`src/rtl/regfile_pkg.sv`:
```
`default_nettype none
// ============================================================================
// Module      : regfile_pkg
// Description : Shared constants and types for the regfile_sb register file
//               with integrated busy-bit scoreboard. Holds the default
//               configuration (32 x 32-bit, two read ports), the register
//               address type for that configuration and the index of the
//               hardwired zero register.
// Revision    : 1.0 - initial release
// ============================================================================
package regfile_pkg;

    localparam int c_DATA_W = 32;
    localparam int c_NREGS  = 32;
    localparam int c_NREAD  = 2;
    localparam int c_ADDR_W = $clog2(c_NREGS);

    typedef logic [c_ADDR_W-1:0] reg_addr_t;

    // Register 0 reads as zero, is never busy and ignores writes and issues.
    localparam reg_addr_t c_ZERO_REG = reg_addr_t'(0);

endpackage : regfile_pkg
`default_nettype wire

```
`src/rtl/reg_scoreboard.sv`:
```
`default_nettype none
// ============================================================================
// Module      : reg_scoreboard
// Description : Busy-bit vector for the register file. A register is marked
//               busy when an instruction writing it issues and is cleared when
//               its writeback arrives. Priority per posedge, lowest first:
//               writeback clear, issue set, flush (clears everything).
//               Bit 0 is never busy.
// Ports       : clock          - clock, state updates on posedge
//               ctrl_reset_n   - asynchronous active-low reset
//               wr_en_i        - writeback valid
//               wr_reg_i       - writeback destination
//               iss_en_i       - issue valid
//               iss_reg_i      - issued destination
//               flush_i        - clear all busy bits
//               busy_vec_o     - current busy bits
// Revision    : 1.0 - initial release
// ============================================================================
module reg_scoreboard
    import regfile_pkg::*;
#(
    parameter int NREGS  = c_NREGS,
    parameter int ADDR_W = $clog2(NREGS)
) (
    input  logic              clock,
    input  logic              ctrl_reset_n,
    input  logic              wr_en_i,
    input  logic [ADDR_W-1:0] wr_reg_i,
    input  logic              iss_en_i,
    input  logic [ADDR_W-1:0] iss_reg_i,
    input  logic              flush_i,
    output logic [NREGS-1:0]  busy_vec_o
);

    logic [NREGS-1:0] r_busy_q;
    logic [NREGS-1:0] w_busy_d;

    always_comb begin
        w_busy_d = r_busy_q;
        if (flush_i) begin
            w_busy_d = '0;
        end else begin
            if (wr_en_i && (wr_reg_i != ADDR_W'(c_ZERO_REG))) begin
                w_busy_d[wr_reg_i] = 1'b0;
            end
            // Issue after writeback: the new producer is still outstanding.
            if (iss_en_i && (iss_reg_i != ADDR_W'(c_ZERO_REG))) begin
                w_busy_d[iss_reg_i] = 1'b1;
            end
        end
        w_busy_d[0] = 1'b0;
    end

    always_ff @(posedge clock or negedge ctrl_reset_n) begin
        if (!ctrl_reset_n) begin
            r_busy_q <= '0;
        end else begin
            r_busy_q <= w_busy_d;
        end
    end

    assign busy_vec_o = r_busy_q;

endmodule : reg_scoreboard
`default_nettype wire

```
`src/rtl/regfile_sb.sv`:
```
`default_nettype none
// ============================================================================
// Module      : regfile_sb
// Description : Parametrised multi-read-port register file with busy-bit
//               scoreboard. Combinational reads, one writeback port (writes
//               data, clears busy), one issue port (sets busy). Register 0 is
//               hardwired to zero and never busy.
// Build macro : REGFILE_BYPASS_EN - when defined, a writeback forwards its
//               data to any read port addressing the same register in the
//               same cycle, with read_ready forced high.
// Ports       : clock            - clock, state updates on posedge
//               ctrl_reset_n     - asynchronous active-low reset
//               ctrl_writeEnable - writeback valid
//               ctrl_writeReg    - writeback destination
//               data_writeReg    - writeback data
//               ctrl_issueEnable - issue valid
//               ctrl_issueReg    - issued destination
//               ctrl_flush       - clear all busy bits
//               ctrl_readReg     - read addresses, one per port
//               data_readReg     - read data, one per port
//               read_ready       - per-port "data not pending"
//               busy_vec         - current busy bits
// Revision    : 1.0 - initial release
// ============================================================================
module regfile_sb
    import regfile_pkg::*;
#(
    parameter int DATA_W = c_DATA_W,
    parameter int NREGS  = c_NREGS,
    parameter int NREAD  = c_NREAD,
    parameter int ADDR_W = $clog2(NREGS)
) (
    input  logic                         clock,
    input  logic                         ctrl_reset_n,
    input  logic                         ctrl_writeEnable,
    input  logic [ADDR_W-1:0]            ctrl_writeReg,
    input  logic [DATA_W-1:0]            data_writeReg,
    input  logic                         ctrl_issueEnable,
    input  logic [ADDR_W-1:0]            ctrl_issueReg,
    input  logic                         ctrl_flush,
    input  logic [NREAD-1:0][ADDR_W-1:0] ctrl_readReg,
    output logic [NREAD-1:0][DATA_W-1:0] data_readReg,
    output logic [NREAD-1:0]             read_ready,
    output logic [NREGS-1:0]             busy_vec
);

    logic [NREGS-1:0][DATA_W-1:0] r_regs_q;
    logic [NREGS-1:0]             w_busy;
    logic                         w_wr_valid;

    assign w_wr_valid = ctrl_writeEnable && (ctrl_writeReg != ADDR_W'(c_ZERO_REG));

    // Data storage; entry 0 is only ever reset and never written.
    always_ff @(posedge clock or negedge ctrl_reset_n) begin
        if (!ctrl_reset_n) begin
            r_regs_q <= '0;
        end else if (w_wr_valid) begin
            r_regs_q[ctrl_writeReg] <= data_writeReg;
        end
    end

    reg_scoreboard #(
        .NREGS  (NREGS),
        .ADDR_W (ADDR_W)
    ) u_scoreboard (
        .clock        (clock),
        .ctrl_reset_n (ctrl_reset_n),
        .wr_en_i      (ctrl_writeEnable),
        .wr_reg_i     (ctrl_writeReg),
        .iss_en_i     (ctrl_issueEnable),
        .iss_reg_i    (ctrl_issueReg),
        .flush_i      (ctrl_flush),
        .busy_vec_o   (w_busy)
    );

    assign busy_vec = w_busy;

    // Read ports. Register state is already zero while in reset, so the only
    // path that needs explicit reset gating is the write forwarding.
    always_comb begin
        data_readReg = '0;
        read_ready   = '1;
        for (int p = 0; p < NREAD; p++) begin
            if (ctrl_readReg[p] != ADDR_W'(c_ZERO_REG)) begin
                data_readReg[p] = r_regs_q[ctrl_readReg[p]];
                read_ready[p]   = ~w_busy[ctrl_readReg[p]];
            end
`ifdef REGFILE_BYPASS_EN
            if (ctrl_reset_n && w_wr_valid && (ctrl_writeReg == ctrl_readReg[p])) begin
                data_readReg[p] = data_writeReg;
                read_ready[p]   = 1'b1;
            end
`endif
        end
    end

endmodule : regfile_sb
`default_nettype wire
```
`config.mk`:
```
export PLATFORM = sky130hd
export DESIGN_NAME = regfile_sb
export DESIGN_NICKNAME = d
export VERILOG_FILES = /design/src/rtl/regfile_pkg.sv /design/src/rtl/reg_scoreboard.sv /design/src/rtl/regfile_sb.sv
export SDC_FILE = /design/constraint.sdc
export NUM_CORES = 2
export LEC_CHECK = 0
export CORE_MARGIN = 8
export CORE_UTILIZATION = 30
export DETAILED_ROUTE_END_ITERATION = 16
export MAX_ROUTING_LAYER = met4
export PLACE_DENSITY_LB_ADDON = 0.15
export REMOVE_ABC_BUFFERS = 1
export SLEW_MARGIN = 20
export SYNTH_ARGS = -nofsm -noshare
export SYNTH_HDL_FRONTEND = slang
export SYNTH_HIERARCHICAL = 1
export SYNTH_SLANG_ARGS = --single-unit
```
`constraint.sdc`:
```
create_clock -name clock -period 2.15 [get_ports clock]
set_input_delay 0.215 -clock clock [delete_from_list [all_inputs] [get_ports clock]]
set_output_delay 0.215 -clock clock [all_outputs]
set_load 0.01 [all_outputs]
```
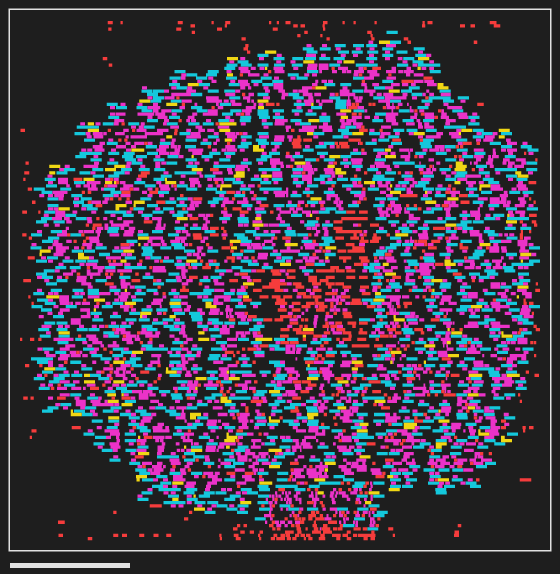
(placed cells, one color a class)
Bar = 100 microns.
legend:
  flip-flops:
    color: cyan
    cells: 1,055
    share_of_their_area: 38%
  other buffers and delay cells:
    color: red
    cells: 845
    share_of_their_area: 13%
  all other logic:
    color: magenta
    cells: 2,318
    share_of_their_area: 43%
  clock drivers and dummy loads:
    color: yellow
    cells: 237
    share_of_their_area: 6.2%
area of the core: 187,000 sq um
Final Util: 39.1%
number of rows created at floorplan: 159

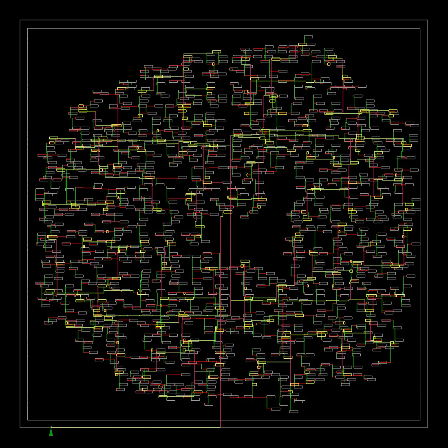
(clock nets)
insertion delay at the late pin of the worst-skew pair: 0.77 ns
number of CTS-inserted buffers: 133
Clock Skew: 0 ns
clock network power: 0.0224 W

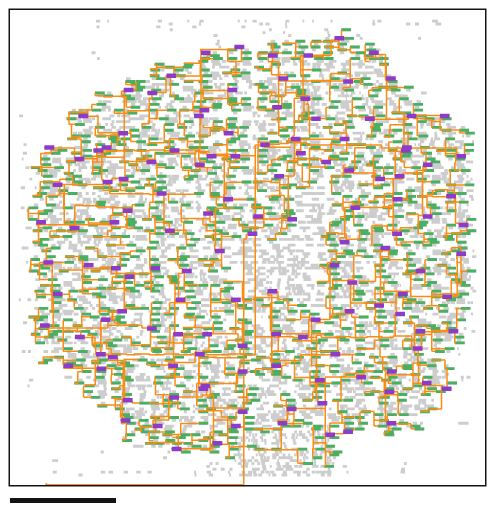
(clock wires, drivers and flops)
Bar = 100 microns.
legend:
  flip-flops:
    color: green
    count: 1,055
  cells driving clock nets:
    color: purple
    count: 133
  clock wires:
    color: orange
    length: 16,600 microns
routed clock nets: 134
clock share of power: 35.8%

==> run summary <==
Entry: Yosys synthesis followed by OpenROAD place and route.

Die:
- The run gives the chip height as 450 microns.
- The run gives the die area as 202,000 sq um.
- The run gives the I/O pin total as 155.

Final timing:
- The run puts the smallest setup slack after layout at -0.525 ns.
- The run puts the max-slew violation count at 0.
- The run gives the final-report hold violation count as 0.
- The run puts the portion of the clock cycle consumed by the worst path in the final layout at 124%.
- The run gives the transition time of the tightest slew-check pin as 1.08 ns.
- The run puts the total negative slack for setup checks at -28.67 ns.
- The run gives the final number of setup-violating endpoints as 66.
- Setup repair after global routing could not meet its margin everywhere.
- The run gives the worst hold slack as 0.140 ns.
- The run puts the maximum operating frequency at 374 MHz.

Setup path:
- The run gives the critical path start-end classification as flip-flop to primary output.
- The timing report gives the worst reg2reg path a setup slack of 1.03 ns.
- Among all stages on the critical path, the largest delay is contributed by mux4_2.
- Per the timing report, the most critical flop-to-flop path originates at u_scoreboard/busy_vec_o[5].
- STA classifies the critical path startpoint as a flip-flop.
- The run puts the worst endpoint required time at 1.93 ns.

Route:
- The run puts the vias after detailed routing at 38,236.
- The routed design shows a wire length per standard cell of 30.7 microns.
- The run puts the iteration-0 DRC count of the detailed router at 2,780.
- The run gives the average via count per standard cell as 5.50.

Synthesis:
- The run gives the yosys warning tally as 6.
- The run puts the yosys cell count at 3,819.
- In this run the cell area of the synthesized design comes to 56,500 sq um.
- The run gives the post-synth area from yosys stat as 56,500 sq um.

Global routing:
- The run gives the total track usage as 21.5%.
- The run gives the number of antenna violations at the first check in global routing as 10.
- The run gives the first-pass GRT wire length as 312,000 microns.
- The run gives the maximum number of pins on one net before global-route repair as 77.

Cells and area:
- The run gives the post-synthesis to final-layout area growth as 29.7%.
- After the last flow step, the layout net total stands at 4,410.
- The most common logic cells in the final layout are dfrtp_1, mux2_2, buf_4.
- The run puts the number of standard cells in the final layout excluding fillers at 6,951.
- The run puts the total area of multi-input combinational cells at 30,100 sq um.
- Cells with a size suffix above 1 make up 62.2% of the layout.
- By instance count after routing, the leading logic cell type is dfrtp_1.

Power and ir drop:
- The run puts the peak supply drop at 0.717 mV.

Place:
- During placement, the flow inserted port buffers numbering 153.
- The run puts the final HPWL from detailed placement at 144,000 microns.

Clock network:
- The H-tree was split into 4 levels.
- On the worst setup and hold paths after CTS, the clock-pin slew comes to 0.06 ns.

Job:
- The run gives the tally of max-capacitance violations as 0.

Status:
- The flow ran to the end, but the final reports show violations.
- The checks that failed: negative setup slack.
synth_stat cells, drive strengths merged:
library cell	count	area, sq um
nand3	5	25.0
mux4	462	10400
nand2	49	184
a21oi	6	30.0
clkbuf	228	857
or4	2	15.0
nand2b	5	31.3
nand4b	7	61.3
or4b	1	10.0
or2	2	12.5
and2	2	12.5
a211oi	66	495
buf	218	1230
a311oi	64	561
mux2i	132	1320
a22oi	66	495
nor4	1	12.5
nor3b	3	32.5
nor2	20	77.6
nor2b	98	613
and3	1	6.26
o31ai	1	7.51
o21ai	170	851
inv	2	7.51
nand3b	8	60.1
dfrtp	1055	26400
mux2	1058	11900
or3	5	31.3
nand4	2	12.5
o2111ai	17	149
nand4bb	2	22.5
conb	1	3.75
a221oi	49	429
nor3	3	15.0
or3b	6	55.1
a311o	2	20.0
logic make-up after synthesis:
family                 count (synthesis)  synth area share, %
DFF                                 1055                 46.8
AOI/OAI and AO/OA                    441                 5.38
muxes                               1652                 41.9
other                                  1              0.00664
buffers and inverters                448                 3.70
and+or+nand+nor                      222                 2.28
state kept, by name (all words and copies together) (netlist names):
signal                   flops
r_regs_q                  1024
u_scoreboard/busy_vec_o     31
area by class of cell:
type                    instances  share of cell area [%]
flip-flops and latches       1055                    36.1
well taps                    2495                    4.26
repair buffers                845                    12.5
multi-input cells            2316                    41.2
inverters                       2                  0.0171
diodes                          1                 0.00342
clock buffers                 201                    5.40
clock inverters                36                   0.542
critical path, delay by kind of cell (launching register included):
family | cells | cell delay [ns]
buffers and inverters | 2 | 0.34
flip-flops | 1 | 0.39
multiplexers | 2 | 0.75
AND-OR/OR-AND | 2 | 0.20
routing by layer:
metal | part of all wire (%) | GRT usage, % | vias to the layer above
met3 | 3.9 | 2.90 | 248
li1 | - | - | 15973
met5 | 0 | - | -
met4 | 2.2 | 4.93 | 0
met1 | 45 | 28.6 | 21182
met2 | 49 | 35.0 | 833
what timing repair did:
item / CTS / global route
pin swaps: 85 / 70
hold buffers: 2 / 0
gates cloned: 0 / 0
endpoints found under the setup margin: 70 / 67
resized: 622 / 148
hold endpoints to repair: 840 / 0
setup buffers: 20 / 12
stage by stage:
stage	total power [W]	util, %	area, sq um
after CTS	0.0630	38.7	72500
after detailed placement	0.0396	35.8	67100
final	0.0627	39.1	73200
after global placement	0.0394	35.8	67100
after global routing	0.0657	39.1	73200
after floorplan	0.0334	-	54400
worst max-delay path by stage:
stage / from / to / slack, ns
2_1_floorplan: ctrl_writeEnable / r_regs_q[800] / -1.01
3_3_place_gp: ctrl_readReg[0] / data_readReg[22] / -1.40
3_5_place_dp: ctrl_readReg[0] / data_readReg[22] / -1.35
4_1_cts: r_regs_q[491] / data_readReg[43] / -0.61
5_1_grt: r_regs_q[704] / data_readReg[0] / -0.62
6_report: r_regs_q[43] / data_readReg[11] / -0.53
power by group:
group | total [W] | internal [W] | switching [W]
combinational | 0.0141 | 0.00851 | 0.00558
sequential | 0.0262 | 0.0235 | 0.00264
clock | 0.0224 | 0.0130 | 0.00939
total | 0.0627 | 0.0451 | 0.0176
Power is estimated from default activity; no workload was simulated.
